Fig. 1: run 1, routed metal, one colour a layer
(3 px per µm)
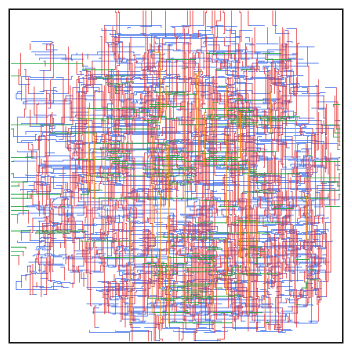
Fig. 2: run 1, clock nets
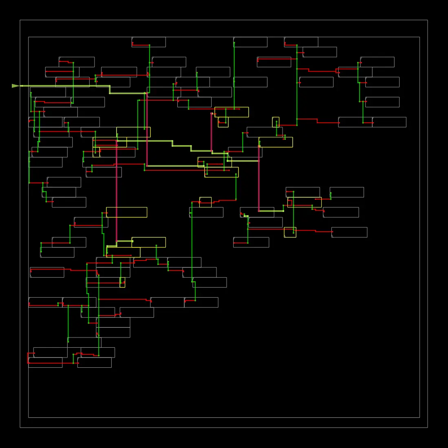
Fig. 3: run 1, floorplan with the power grid
(3 px per µm) Pins as bars on the die edge. Tap cells in grey.
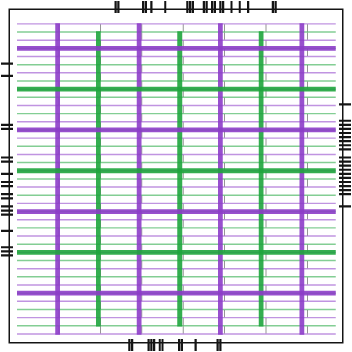
===== src/rtl/ghost_mover.sv =====
// ghost_mover: moves one ghost around the maze at a programmable tick rate.
// Before each step it asks the shared map lookup whether the neighbouring
// cell is a wall (valid/ready). It tries up to four candidate directions,
// chosen by mode (wander / chase / frightened / freeze), then either moves
// or reports that it is stuck.
//
// Ports:
//   clk, rst               clock, asynchronous active-high reset
//   enable                 move attempts permitted
//   respawn                synchronous return to the initial position/direction
//   mode[1:0]              00 wander, 01 chase, 10 frightened, 11 freeze
//   target_x/target_y      chase target
//   wq_valid/wq_x/wq_y     wall query towards the map lookup
//   wq_ready/wq_wall       map answer (wq_wall sampled on valid & ready)
//   x/y/direction          ghost position and heading (00 up,01 right,10 down,11 left)
//   step                   one-cycle pulse when x/y change
//   stuck                  one-cycle pulse when all four candidates are walls
module ghost_mover #(
    parameter int            XW        = 10,
    parameter int            YW        = 9,
    parameter int            STEP      = 1,
    parameter int            TICK_DIV  = 4,
    parameter logic [XW-1:0] INIT_X    = 10'd100,
    parameter logic [YW-1:0] INIT_Y    = 9'd100,
    parameter logic [1:0]    INIT_DIR  = 2'b00,
    parameter logic [15:0]   LFSR_SEED = 16'hACE1
) (
    input  logic          clk,
    input  logic          rst,
    input  logic          enable,
    input  logic          respawn,
    input  logic [1:0]    mode,
    input  logic [XW-1:0] target_x,
    input  logic [YW-1:0] target_y,
    output logic          wq_valid,
    output logic [XW-1:0] wq_x,
    output logic [YW-1:0] wq_y,
    input  logic          wq_ready,
    input  logic          wq_wall,
    output logic [XW-1:0] x,
    output logic [YW-1:0] y,
    output logic [1:0]    direction,
    output logic          step,
    output logic          stuck
);

    localparam int CW = (TICK_DIV > 1) ? $clog2(TICK_DIV) : 1;
    localparam logic [CW-1:0] CNT_LAST = CW'(TICK_DIV - 1);
    localparam int AW = ((XW > YW) ? XW : YW) + 1;

    localparam logic [1:0] D_UP    = 2'd0;
    localparam logic [1:0] D_RIGHT = 2'd1;
    localparam logic [1:0] D_DOWN  = 2'd2;
    localparam logic [1:0] D_LEFT  = 2'd3;

    typedef enum logic [1:0] {S_IDLE, S_PROBE, S_MOVE} state_t;

    state_t              state_q;
    logic [XW-1:0]       x_q, wq_x_q;
    logic [YW-1:0]       y_q, wq_y_q;
    logic [1:0]          dir_q;
    logic                wq_valid_q, step_q, stuck_q;
    logic [CW-1:0]       cnt_q;
    logic [1:0]          idx_q;
    logic [3:0][1:0]     cand_q, cand_d;
    logic [15:0]         lfsr_q, lfsr_d;
    logic [1:0]          mode_q;
    logic                fr_pend_q, fr_pend_d;

    logic                attempt_go, fr_first;
    logic [1:0]          base, w1, w2, x_dir, y_dir, prim, sec;
    logic [XW:0]         dx, adx;
    logic [YW:0]         dy, ady;

    assign wq_valid  = wq_valid_q;
    assign wq_x      = wq_x_q;
    assign wq_y      = wq_y_q;
    assign x         = x_q;
    assign y         = y_q;
    assign direction = dir_q;
    assign step      = step_q;
    assign stuck     = stuck_q;

    // Neighbour cell in direction d; wraps modulo 2^XW / 2^YW (tunnel).
    function automatic logic [XW+YW-1:0] nbr(input logic [1:0] d,
                                             input logic [XW-1:0] px,
                                             input logic [YW-1:0] py);
        logic [XW-1:0] nx;
        logic [YW-1:0] ny;
        nx = px;
        ny = py;
        case (d)
            D_UP:    ny = py - YW'(STEP);
            D_RIGHT: nx = px + XW'(STEP);
            D_DOWN:  ny = py + YW'(STEP);
            default: nx = px - XW'(STEP);
        endcase
        return {nx, ny};
    endfunction

    // Fibonacci LFSR, taps 16,14,13,11, shifting towards bit 0.
    assign lfsr_d = {lfsr_q[0] ^ lfsr_q[2] ^ lfsr_q[3] ^ lfsr_q[5], lfsr_q[15:1]};

    assign attempt_go = (state_q == S_IDLE) && enable && (mode != 2'b11) &&
                        (cnt_q == CNT_LAST);

    // Frightened reversal applies once: from the cycle mode becomes 10 until
    // the next attempt latches its candidate list.
    assign fr_first  = (mode == 2'b10) && (fr_pend_q || (mode_q != 2'b10));
    assign fr_pend_d = fr_first && !attempt_go;

    always_comb begin
        base  = fr_first ? dir_q + 2'd2 : dir_q;
        w1    = lfsr_q[0] ? base + 2'd3 : base + 2'd1;
        w2    = lfsr_q[0] ? base + 2'd1 : base + 2'd3;

        dx    = {1'b0, target_x} - {1'b0, x_q};
        dy    = {1'b0, target_y} - {1'b0, y_q};
        adx   = dx[XW] ? -dx : dx;
        ady   = dy[YW] ? -dy : dy;
        x_dir = dx[XW] ? D_LEFT : D_RIGHT;
        y_dir = dy[YW] ? D_UP : D_DOWN;

        // Tie goes to the x axis; with no offset at all keep heading.
        if (AW'(adx) >= AW'(ady)) begin
            prim = (dx == '0) ? dir_q : x_dir;
            sec  = (dy == '0) ? w1 : y_dir;
        end else begin
            prim = y_dir;
            sec  = (dx == '0) ? w1 : x_dir;
        end

        cand_d[0] = base;
        cand_d[1] = w1;
        cand_d[2] = w2;
        cand_d[3] = base + 2'd2;
        if (mode == 2'b01) begin
            cand_d[0] = prim;
            cand_d[1] = sec;
            cand_d[2] = dir_q;
            cand_d[3] = dir_q + 2'd2;
        end
    end

    always_ff @(posedge clk or posedge rst) begin
        if (rst) begin
            state_q    <= S_IDLE;
            x_q        <= INIT_X;
            y_q        <= INIT_Y;
            dir_q      <= INIT_DIR;
            wq_valid_q <= 1'b0;
            wq_x_q     <= '0;
            wq_y_q     <= '0;
            step_q     <= 1'b0;
            stuck_q    <= 1'b0;
            cnt_q      <= '0;
            idx_q      <= '0;
            cand_q     <= '0;
            lfsr_q     <= LFSR_SEED;
            mode_q     <= 2'b00;
            fr_pend_q  <= 1'b0;
        end else begin
            lfsr_q  <= lfsr_d;
            step_q  <= 1'b0;
            stuck_q <= 1'b0;
            if (respawn) begin
                state_q    <= S_IDLE;
                x_q        <= INIT_X;
                y_q        <= INIT_Y;
                dir_q      <= INIT_DIR;
                wq_valid_q <= 1'b0;
                cnt_q      <= '0;
                idx_q      <= '0;
                mode_q     <= 2'b00;
                fr_pend_q  <= 1'b0;
            end else begin
                mode_q    <= mode;
                fr_pend_q <= fr_pend_d;
                case (state_q)
                    S_IDLE: begin
                        if (enable && mode != 2'b11) begin
                            if (attempt_go) begin
                                cnt_q              <= '0;
                                idx_q              <= '0;
                                cand_q             <= cand_d;
                                {wq_x_q, wq_y_q}   <= nbr(cand_d[0], x_q, y_q);
                                wq_valid_q         <= 1'b1;
                                state_q            <= S_PROBE;
                            end else begin
                                cnt_q <= cnt_q + CW'(1);
                            end
                        end
                    end
                    S_PROBE: begin
                        if (wq_ready) begin
                            if (!wq_wall) begin
                                wq_valid_q <= 1'b0;
                                state_q    <= S_MOVE;
                            end else if (idx_q != 2'd3) begin
                                idx_q            <= idx_q + 2'd1;
                                {wq_x_q, wq_y_q} <= nbr(cand_q[idx_q + 2'd1], x_q, y_q);
                            end else begin
                                wq_valid_q <= 1'b0;
                                stuck_q    <= 1'b1;
                                state_q    <= S_IDLE;
                            end
                        end
                    end
                    S_MOVE: begin
                        x_q     <= wq_x_q;
                        y_q     <= wq_y_q;
                        dir_q   <= cand_q[idx_q];
                        step_q  <= 1'b1;
                        state_q <= S_IDLE;
                    end
                    default: state_q <= S_IDLE;
                endcase
            end
        end
    end

endmodule


===== config.mk =====
export PLATFORM = sky130hd
export DESIGN_NAME = ghost_mover
export DESIGN_NICKNAME = d
export VERILOG_FILES = /design/src/rtl/ghost_mover.sv
export SDC_FILE = /design/constraint.sdc
export NUM_CORES = 1
export LEC_CHECK = 0
export CAP_MARGIN = 10
export CORE_MARGIN = 2
export CORE_UTILIZATION = 50
export CTS_CLUSTER_SIZE = 12
export DETAILED_ROUTE_END_ITERATION = 6
export HOLD_SLACK_MARGIN = 0.15
export PLACE_DENSITY = 0.83
export SYNTH_ARGS = -nofsm -noshare
export SYNTH_HDL_FRONTEND = slang
export SYNTH_SLANG_ARGS = --single-unit

===== constraint.sdc =====
create_clock -name clk -period 5.7 [get_ports clk]
set_input_delay 1.71 -clock clk [delete_from_list [all_inputs] [get_ports clk]]
set_output_delay 1.71 -clock clk [all_outputs]
set_load 0.005 [all_outputs]

==> flow_metrics.py, run 1 <==
# Auto-generated metrics
metrics = {
    "final_layout": {
        "mi_logic_area_um2": 4180,
        "buffer_area_frac": 0.197,
        "final_util": 0.761,
        "largest_register_ffs": 16,
        "final_common_cell": "buf_4",
        "num-nonclk-inverters": 34,
        "area_growth_pct": 46.7,
        "most-common-layout-cells": "buf_4, nor2_1, dfrtp_1, clkdlybuf4s50_1, nand2_1",
        "logic_gate_count": 512,
        "fill_cells": 705,
        "fin_cells": 967,
    },
    "global_route": {
        "grt_usage": 0.312,
        "gr-usage-met1": 0.407,
        "grt.busiest_layer": "met2",
        "grt-ovfl-total": 0,
        "grt_first_pass_wirelength_mm": 31.1,
        "grt_use_met2": 0.503,
    },
    "setup_path": {
        "cp.arrival_ns": 6.46,
        "path_depth": 27,
        "slowest_delay_ns": 0.39,
        "cp_top_family": "simple AND/OR/NAND/NOR gates",
        "reg2reg_depth": 24,
        "startpoint_type": "input port",
        "end_kind": "flip-flop",
    },
    "sta": {
        "worst_slack_ns": -0.518,
        "holdWs_ns": 0.355,
        "setup_viol": 21,
        "hold_violations": 0,
        "min_period_ns": 6.22,
        "report.final.slew_viol_count": 0,
        "fin_crit_sh": 1.09,
        "rsz0062_at_grt": "yes",
    },
    "die": {
        "n_tap_cell": 140,
        "row_count": 38,
        "core_area_um2": 11000,
    },
    "synth": {
        "adder_share": 0.0884,
        "synth_cell_types": 72,
        "xor_share": 0.0769,
        "syn_inst": 647,
        "ys_seq_frac": 0.337,
        "mux_area_frac": 0.0508,
        "ys.flops": 76,
        "simple_gate_area_frac": 0.198,
        "ys_sh_aoi": 0.205,
        "most_common_cell": "nor2_1",
    },
    "min_path": {
        "min_to": "lfsr_q[3]",
        "min_delay_path_depth": 0,
        "holdCritStartpoint": "lfsr_q[4]",
        "hp-class": "reg -> reg",
    },
    "route": {
        "ant_nets": 0,
        "drc_errors": 0,
        "top_layer_used": "met4",
        "wl_met1_mm": 8.28,
        "vias": 6188,
        "routed_wl_mm": 20.5,
        "firstDrtPassIters": 5,
    },
    "placement": {
        "place_ws_ns": -1.30,
        "place_congestion": 0.930,
    },
    "power_and_ir_drop": {
        "powerClk_uw": 578,
        "comb_power_share": 0.345,
        "leakage_uw": 0.00359,
    },
    "clocking": {
        "clk_latency_ns": 0.34,
        "root_buffer": "clkbuf_16",
    },
    "outcome": {
        "violations": "setup timing",
        "status": "complete, but fails checks",
    },
}
-- Fig. 1 (at the start) --
[red] M2 | wire length: 9,720 µm
[orange] M4 | wire length: 1,010 µm
[blue] M1 | wire length: 8,280 µm
[green] M3 | wire length: 1,470 µm

-- Fig. 2 (at the start) --
clk sink count: 76
total CTS buffers: 9

-- Fig. 3 (at the start) --
[green] VDD
[purple] VSS
met5 straps: 7
tap cells: 140
signal pins: 70
met1 rails: 39

## Run 2: what changed since run 1
CELL_PAD_IN_SITES_DETAIL_PLACEMENT = 1   (was unset)
CELL_PAD_IN_SITES_GLOBAL_PLACEMENT = 2   (was unset)
CORE_UTILIZATION = 35   (was 50)
PLACE_DENSITY = 0.92   (was 0.83)
Fig. 4: run 2, met2 routing
(2 px per µm)
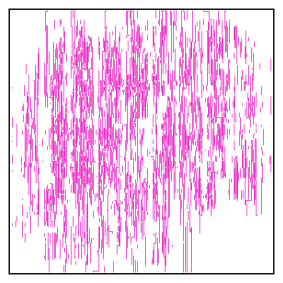
main direction: vertical
longest straight run: 67.0 µm
nets with wire on the layer: 842
share of all routed wire: 51%
wire length on this layer: 11,200 µm

==> run 2 against run 1 <==
  * The flow still finishes with violations (setup timing)
  * Utilization decreased by 23 points
  * Sequential power barely moved
  * Maximum frequency up 0.59%
  * Synthesized cell count did not move
  * Clock skew down 0.0050 ns
  * Area after synthesis stayed put
  * Cell count up 8.5%
  * Final area grew 1.2%
  * First-iteration DRC count is 46% lower
  * Non-clock buffer count up 5
  * Largest cell class unchanged
  * Sequential cell count unchanged
  * Count of clock-buffer cells in the layout decreased by 1
==> flow_metrics.py, run 2 <==
# Auto-generated metrics
metrics = {
    "min_path": {
        "hp-class": "reg -> reg",
        "holdCritStartpoint": "lfsr_q[6]",
        "min_delay_path_depth": 0,
        "min_to": "lfsr_q[5]",
    },
    "final_layout": {
        "largest_register_ffs": 16,
        "logic_gate_count": 513,
        "mi_logic_area_um2": 4150,
        "final_util": 0.532,
        "buffer_area_frac": 0.197,
        "fin_cells": 1049,
        "fill_cells": 1807,
        "final_common_cell": "buf_4",
        "num-nonclk-inverters": 34,
    },
    "global_route": {
        "grt_first_pass_wirelength_mm": 34.1,
        "gr-usage-met1": 0.300,
        "grt-ovfl-total": 0,
        "grt_use_met2": 0.439,
        "grt_usage": 0.247,
        "grt.busiest_layer": "met2",
    },
    "placement": {
        "place_ws_ns": -1.44,
        "place_congestion": 0.890,
    },
    "synth": {
        "most_common_cell": "nor2_1",
        "ys_seq_frac": 0.337,
        "adder_share": 0.0884,
        "synth_cell_types": 72,
        "simple_gate_area_frac": 0.198,
        "xor_share": 0.0769,
        "mux_area_frac": 0.0508,
        "syn_inst": 647,
        "ys.flops": 76,
        "ys_sh_aoi": 0.205,
    },
    "sta": {
        "worst_slack_ns": -0.481,
        "report.final.slew_viol_count": 0,
        "setup_viol": 20,
        "min_period_ns": 6.18,
        "fin_crit_sh": 1.08,
        "holdWs_ns": 0.358,
        "rsz0062_at_grt": "yes",
    },
    "power_and_ir_drop": {
        "leakage_uw": 0.00357,
    },
    "route": {
        "top_layer_used": "met4",
        "firstDrtPassIters": 5,
        "drc_errors": 0,
        "wl_met1_mm": 9.23,
        "routed_wl_mm": 22.1,
    },
    "setup_path": {
        "end_kind": "flip-flop",
        "slowest_delay_ns": 0.49,
        "startpoint_type": "input port",
        "reg2reg_depth": 25,
        "path_depth": 26,
        "cp.arrival_ns": 6.46,
    },
    "die": {
        "n_tap_cell": 216,
        "core_area_um2": 15900,
    },
    "clocking": {
        "cts_inserted_buffers": 9,
        "root_buffer": "clkbuf_16",
    },
    "outcome": {
        "status": "complete, but fails checks",
        "violations": "setup timing",
    },
}
Fig. 5: run 2, clock nets
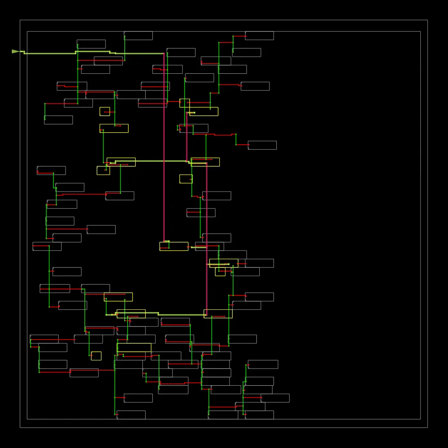
flip-flops: 76
Latency at later pin: 0.34 ns
clock-net power: 614 µW
clkbuf count: 9

Power figures rest on the tool's default switching activity, not on a simulated workload.
